File: config.mk
export PLATFORM = sky130hd
export DESIGN_NAME = ulpb_ctrl_mw
export DESIGN_NICKNAME = d
export VERILOG_FILES = /design/src/rtl/ulpb_ctrl_mw.sv
export SDC_FILE = /design/constraint.sdc
export NUM_CORES = 1
export LEC_CHECK = 0
export ABC_AREA = 1
export CORE_ASPECT_RATIO = 1.75
export CORE_MARGIN = 10
export CORE_UTILIZATION = 40
export CTS_CLUSTER_DIAMETER = 60
export DETAILED_ROUTE_END_ITERATION = 8
export MAX_ROUTING_LAYER = met4
export SYNTH_ARGS = -nofsm -noshare
export SYNTH_HDL_FRONTEND = slang
export SYNTH_SLANG_ARGS = --single-unit
File: constraint.sdc
create_clock -name CLK -period 2.05 [get_ports CLK]
set_clock_uncertainty 0.05 [all_clocks]
set_input_delay 0.3075 -clock CLK [delete_from_list [all_inputs] [get_ports CLK]]
set_output_delay 0.3075 -clock CLK [all_outputs]
set_load 0.03 [all_outputs]
File: src/rtl/ulpb_ctrl_mw.sv
// ulpb_ctrl_mw: ULPB mediator that owns the bus clock, arbitrates, receives address plus data words and runs the bus reset.
module ulpb_ctrl_mw #(
    parameter int ADDR_WIDTH     = 8,
    parameter int DATA_WIDTH     = 32,
    parameter int MAX_WORDS      = 4,
    parameter int CLK_DIV        = 4,
    parameter int RST_MIN_HALVES = 4
) (
    input  logic                  CLK,
    input  logic                  RESET,
    input  logic                  DIN,
    output logic                  DOUT,
    output logic                  CLK_OUT,
    output logic [ADDR_WIDTH-1:0] RX_ADDR,
    output logic                  RX_ADDR_VALID,
    output logic [DATA_WIDTH-1:0] RX_DATA,
    output logic                  RX_VALID,
    output logic                  MSG_DONE,
    output logic                  MSG_ERR,
    output logic                  BUS_BUSY,
    output logic [2:0]            test_pt
);
    localparam int TOTAL = ADDR_WIDTH + MAX_WORDS * DATA_WIDTH;
    localparam int BW    = $clog2(TOTAL + 2);
    localparam int WW    = $clog2(DATA_WIDTH + 1);

    typedef enum logic [2:0] {
        IDLE      = 3'd0,
        ARBI      = 3'd1,
        DRIVE     = 3'd2,
        LATCH     = 3'd3,
        RESET_SEQ = 3'd4
    } state_t;

    state_t                r_state, w_next;
    logic [1:0]            r_sync;
    logic [1:0]            r_hist;
    logic [7:0]            r_half;
    logic [7:0]            r_rcnt;
    logic                  r_clk;
    logic                  r_pend;
    logic [BW-1:0]         r_bits;
    logic [WW-1:0]         r_wcnt;
    logic [DATA_WIDTH-1:0] r_word;

    logic       w_din;
    logic       w_hend;
    logic [2:0] w_hist;
    logic       w_commit;
    logic       w_pend_set;
    logic       w_done;
    logic       w_err;

    assign w_din    = r_sync[1];
    assign w_hend   = r_state != IDLE && r_half == 8'(CLK_DIV - 1);
    assign w_hist   = {r_hist, w_din};
    assign CLK_OUT  = r_clk;
    assign BUS_BUSY = r_state != IDLE;
    assign test_pt  = r_state;

    always_comb begin
        w_next     = r_state;
        w_commit   = 1'b0;
        w_pend_set = 1'b0;
        w_done     = 1'b0;
        w_err      = 1'b0;
        DOUT       = w_din;
        case (r_state)
            IDLE: begin
                DOUT   = 1'b1;
                w_next = w_din ? IDLE : ARBI;
            end
            ARBI: w_next = (w_hend && r_clk) ? DRIVE : ARBI;
            DRIVE: if (w_hend) begin
                w_next = r_pend ? RESET_SEQ : LATCH;
                w_done = r_pend && w_hist == 3'b010 && r_wcnt == '0 && r_bits >= BW'(ADDR_WIDTH);
                w_err  = r_pend && !w_done;
            end
            LATCH: if (w_hend) begin
                w_next = DRIVE;
                if (w_din != r_hist[0]) begin
                    w_pend_set = 1'b1;
                end else if (r_bits == BW'(TOTAL)) begin
                    w_err  = 1'b1;
                    w_next = RESET_SEQ;
                end else begin
                    w_commit = 1'b1;
                end
            end
            RESET_SEQ: begin
                DOUT   = 1'b1;
                w_next = (w_hend && r_rcnt >= 8'(RST_MIN_HALVES - 1) && w_hist[1:0] == 2'b11) ? IDLE : RESET_SEQ;
            end
            default: w_next = IDLE;
        endcase
    end

    always_ff @(posedge CLK) begin
        if (RESET) begin
            r_state       <= IDLE;
            r_sync        <= 2'b11;
            r_hist        <= '0;
            r_half        <= '0;
            r_rcnt        <= '0;
            r_clk         <= 1'b1;
            r_pend        <= 1'b0;
            r_bits        <= '0;
            r_wcnt        <= '0;
            r_word        <= '0;
            RX_ADDR       <= '0;
            RX_DATA       <= '0;
            RX_ADDR_VALID <= 1'b0;
            RX_VALID      <= 1'b0;
            MSG_DONE      <= 1'b0;
            MSG_ERR       <= 1'b0;
        end else begin
            r_state       <= w_next;
            r_sync        <= {r_sync[0], DIN};
            r_half        <= (r_state == IDLE || w_hend) ? '0 : r_half + 8'd1;
            RX_ADDR_VALID <= 1'b0;
            RX_VALID      <= 1'b0;
            MSG_DONE      <= w_done;
            MSG_ERR       <= w_err;
            if (w_hend) r_hist <= w_hist[1:0];
            // The bus clock idles high, drops to start arbitration and then flips every half.
            if (w_next == IDLE) r_clk <= 1'b1;
            else if (r_state == IDLE) r_clk <= 1'b0;
            else if (w_hend) r_clk <= ~r_clk;
            if (r_state != RESET_SEQ) r_rcnt <= '0;
            else if (w_hend && r_rcnt != 8'(RST_MIN_HALVES)) r_rcnt <= r_rcnt + 8'd1;
            if (r_state == ARBI) begin
                r_bits <= '0;
                r_wcnt <= '0;
                r_pend <= 1'b0;
            end else begin
                if (w_pend_set) r_pend <= 1'b1;
                else if (r_state == DRIVE && w_hend) r_pend <= 1'b0;
                if (w_commit) begin
                    r_bits <= r_bits + BW'(1);
                    if (r_bits < BW'(ADDR_WIDTH)) begin
                        RX_ADDR       <= {RX_ADDR[ADDR_WIDTH-2:0], w_din};
                        RX_ADDR_VALID <= r_bits == BW'(ADDR_WIDTH - 1);
                    end else begin
                        r_word <= {r_word[DATA_WIDTH-2:0], w_din};
                        r_wcnt <= (r_wcnt == WW'(DATA_WIDTH - 1)) ? '0 : r_wcnt + WW'(1);
                        if (r_wcnt == WW'(DATA_WIDTH - 1)) begin
                            RX_DATA  <= {r_word[DATA_WIDTH-2:0], w_din};
                            RX_VALID <= 1'b1;
                        end
                    end
                end
            end
        end
    end
endmodule

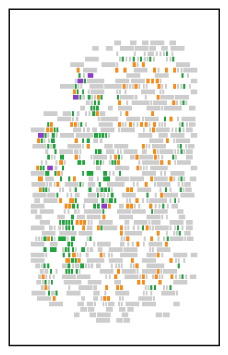
Run 1: gate families picked out
Scale: 2 px per um.
purple -> XOR/XNOR gates  # cells 6, most used xor2_1
orange -> inverting AOI/OAI gates  # cells 111, most used o21ai_0
green -> NAND gates  # cells 148, most used nand2_1
most common cell after layout, fill and taps aside: sky130_fd_sc_hd__nor2_1
fraction of standard cell area in multi-input logic: 0.3394
tally of non-filler cells in the final layout: 943

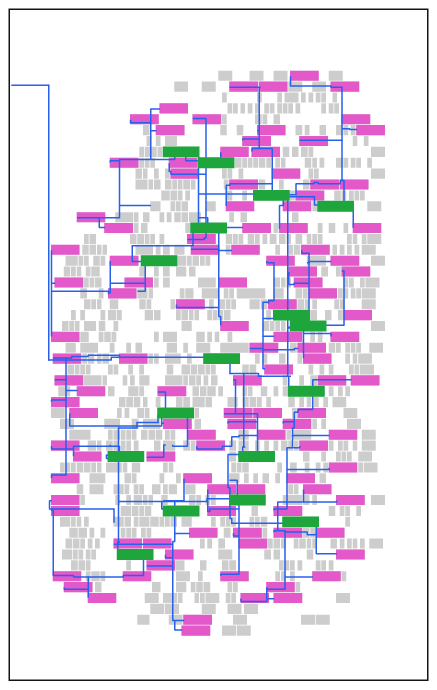
Run 1: clock wires, drivers and flops
Scale: 4 px per um.
magenta -> flip-flops  # count 114
blue -> clock wires  # length 1550 um
green -> clock drivers  # count 17
routed clock nets = 18
flops lie = all over the die
clock share of power: 0.533
clock latency on the worst-skew pair: 410 ps
Power Clock: 2680 uW

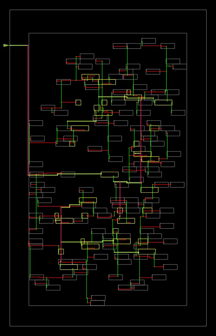
Run 1: clock wiring as the flow saved it
Num CTS Buffers: 17
flop count: 114

==> impl_metrics.toml, run 1 <==
# synthesis and place-and-route metrics
[clock_tree]
cts_tree = "built"
cts_htree_levels = 4
max_buffers_root_to_sink = 2

[power]
total_switching_power_uw = 1129
static_leak_uw = 0.002449
p_comb_uw = 117
comb_power_share = 0.023
design_power_total_uw = 5022

[worst_setup_path]
setup.reg_to_reg.worst_slack_ps = 190
timing.critical_path.slowest_stage_cell = "sky130_fd_sc_hd__clkdlybuf4s50_1"
worst_path_buf_inv = 1
worst_path_dominant_cell_family = "buffers and inverters"
worstSetupEndpointType = "output port"

[final_layout]
largest_register_ff_count = 32
nonClkBufAreaFrac = 0.1029
final-clk-cell-share = 0.08863
sh_seq_area = 0.3666
register_with_the_highest_flop_count = "RX_DATA"
flop_area_mm2 = 0.002282
count_of_antenna_diodes_in_the_layout = 0
area_growth_pct = 25.37
finalInstanceArea_mm2 = 0.006226

[logic_synthesis]
synth-adder-area-share = 0.02268
ys_area_mm2 = 0.004966
synth.cellmix.compoundShare = 0.1139
ys_seq_share = 0.4596
async_reset_ff_frac = 0
post_synth_most_frequent_cells = "sky130_fd_sc_hd__nor2_1 (149), sky130_fd_sc_hd__dfxtp_1 (114), sky130_fd_sc_hd__inv_1 (110)"

[placed_design]
port_buffers = 52
dpl.cell_count = 911

[job]
max_cap_viol_count = 0

[final_timing]
min_period_ps = 1932
setup_repair_after_global_routing_missed_its_margin = "false"
layout_setup_ws_ps = 117.9
finalHoldViolCount = 0
final_min_period_over_clock_period = 0.9425
hold_ws_ps = 356.7
finalSetupViolations = 0
achievable-frequency_mhz = 517.6
slew-limit-headroom = 0.6260

[floorplan]
rows = 53
tap-cell-count = 165

[routing]
route.vias.total = 4398
totalWireLength_mm = 11.05
final_antenna_net_count = 0

[status]
status = "finished, final reports clean"

[global_route]
gr-usage-all-layers = 0.1327
grt_start_max_net_pins = 72
antenna_found_initial = 0
## run 1: path summary, 6_finish.rpt
kind / from / to / cells past startpoint
min reg2reg: r_sync[0] / r_sync[1] / 1
max: test_pt[2] / test_pt[2] / 1
max reg2reg: r_half[0] / r_word[22] / 9
min: r_sync[0] / r_sync[1] / 1
## run 1: metal layers
layer | share of wire | track usage | vias to the layer above
met5 | 0 | - | -
met4 | 0.031 | 0.07842 | 0
met3 | 0.044 | 0.04151 | 29
met2 | 0.53 | 0.2367 | 93
li1 | - | - | 2323
met1 | 0.39 | 0.1214 | 1953
## run 1: timing repair
| item | in CTS | in global routing |
|---|---|---|
| pin swaps | 0 | 0 |
| setup endpoints to repair | 2 | 20 |
| gates resized | 2 | 4 |
Run 1, routed metal, one colour a layer:
Scale: 2 px per um.
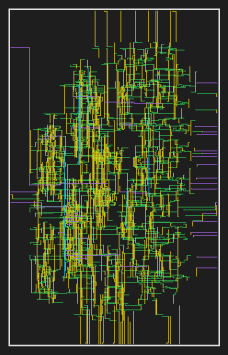

--- run 2 (diff from run 1) ---
--- a/config.mk
+++ b/config.mk
@@ -12,6 +12,7 @@
 export CTS_CLUSTER_DIAMETER = 60
 export DETAILED_ROUTE_END_ITERATION = 8
 export MAX_ROUTING_LAYER = met4
+export SETUP_SLACK_MARGIN = 0.05
 export SYNTH_ARGS = -nofsm -noshare
 export SYNTH_HDL_FRONTEND = slang
 export SYNTH_SLANG_ARGS = --single-unit
==> constraint.sdc (replaced) <==
create_clock -name CLK -period 2.4 [get_ports CLK]
set_clock_uncertainty 0.05 [all_clocks]
set_input_delay 0.36 -clock CLK [delete_from_list [all_inputs] [get_ports CLK]]
set_output_delay 0.36 -clock CLK [all_outputs]
set_load 0.03 [all_outputs]
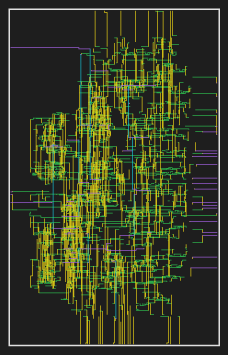
Run 2: routed metal, one colour a layer
Scale: 2 px per um.
cyan -> metal 4  # wire length 297 um
yellow -> metal 2  # wire length 5820 um
purple -> metal 3  # wire length 447 um
green -> metal 1  # wire length 4460 um

==> impl_metrics.toml, run 2 <==
# synthesis and place-and-route metrics
[logic_synthesis]
async_reset_ff_frac = 0
ys_seq_share = 0.4596
ys_area_mm2 = 0.004966

[final_layout]
count_of_antenna_diodes_in_the_layout = 0
register_with_the_highest_flop_count = "RX_DATA"
layout_top_cell_excl_fill_tap = "sky130_fd_sc_hd__nor2_1"
flop_area_mm2 = 0.002282
area_growth_pct = 27.64

[global_route]
met1_usage_in_global_routing = 0.1257
grt_util_met3 = 0.04035
grt.busiest_layer = "met2"

[final_timing]
layout_setup_ws_ps = 170.4
min_period_ps = 2230
hold_ws_ps = 385.3
slew-limit-headroom = 0.6658
finalSetupViolations = 0

[worst_setup_path]
reg2reg_from = "r_half[0]"
setup.reg_to_reg.worst_slack_ps = 320
worst_path_dominant_cell_family = "buffers and inverters"
timing.critical_path.slowest_stage_cell = "sky130_fd_sc_hd__clkdlybuf4s50_1"
capture_point_of_the_critical_path = "DOUT"
worst_path_buf_inv = 2
crit_start = "test_pt[1]"
worst-r2r-cell-count = 10

[power]
static_leak_uw = 0.002517
design_power_total_uw = 4812
total_switching_power_uw = 992.0
p_comb_uw = 104

[routing]
totalWireLength_mm = 11.02
route.vias.total = 4358
routedLengthMet1_mm = 4.456
final_antenna_net_count = 0
top_routing_layer_used = "met4"

[min_path]
worstHoldStart = "r_sync[0]"
holdPathEnd = "r_sync[1]"
worstHoldPathCells = 1

[clock_tree]
post_cts_resized = 0
cts_tree = "built"
tritoncts.num_buffers = 17
max_buffers_root_to_sink = 2

[placed_design]
dpl.cell_count = 909
port_buffers = 52

[floorplan]
rows = 53

[status]
status = "finished, final reports clean"
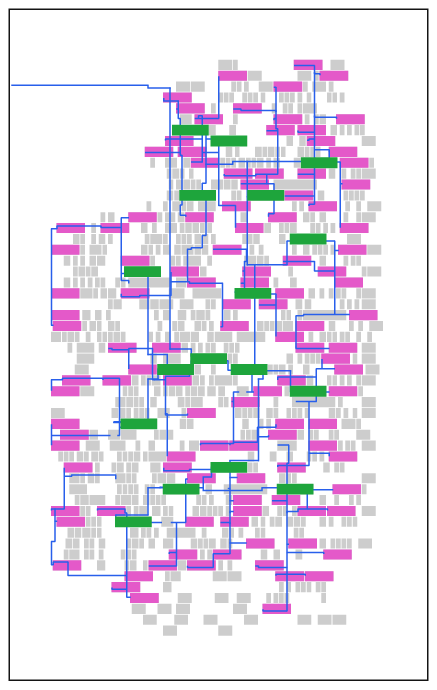
Run 2: clock wires, drivers and flops
Scale: 4 px per um.
green -> clock drivers  # count 17
blue -> clock wires  # length 1540 um
magenta -> flip-flops  # count 114
flops lie = all over the die
Power Clock: 2810 uW
clock share of power: 0.583

-- run 2: final cells by class --
cell class,instances,area share
flip-flops and latches,114,0.3600
clock buffers,18,0.06929
multi-input cells,452,0.3330
inverters,115,0.06810
clock inverters,14,0.03593
well taps,165,0.03257
repair buffers,63,0.1011
-- run 2: logic make-up (layout without fill, tap and decap cells) --
| kind of cell | count (synthesis) | count (layout) | synth area share |
|---|---|---|---|
| adders and majority gates | 9 | 9 | 0.02268 |
| and+or+nand+nor | 326 | 326 | 0.2779 |
| buffers and inverters | 139 | 210 | 0.1154 |
| xor gates and xnor gates | 6 | 6 | 0.01058 |
| DFF | 114 | 114 | 0.4596 |
| AOI/OAI and AO/OA | 111 | 111 | 0.1139 |
Power figures rest on the tool's default switching activity, not on a simulated workload.
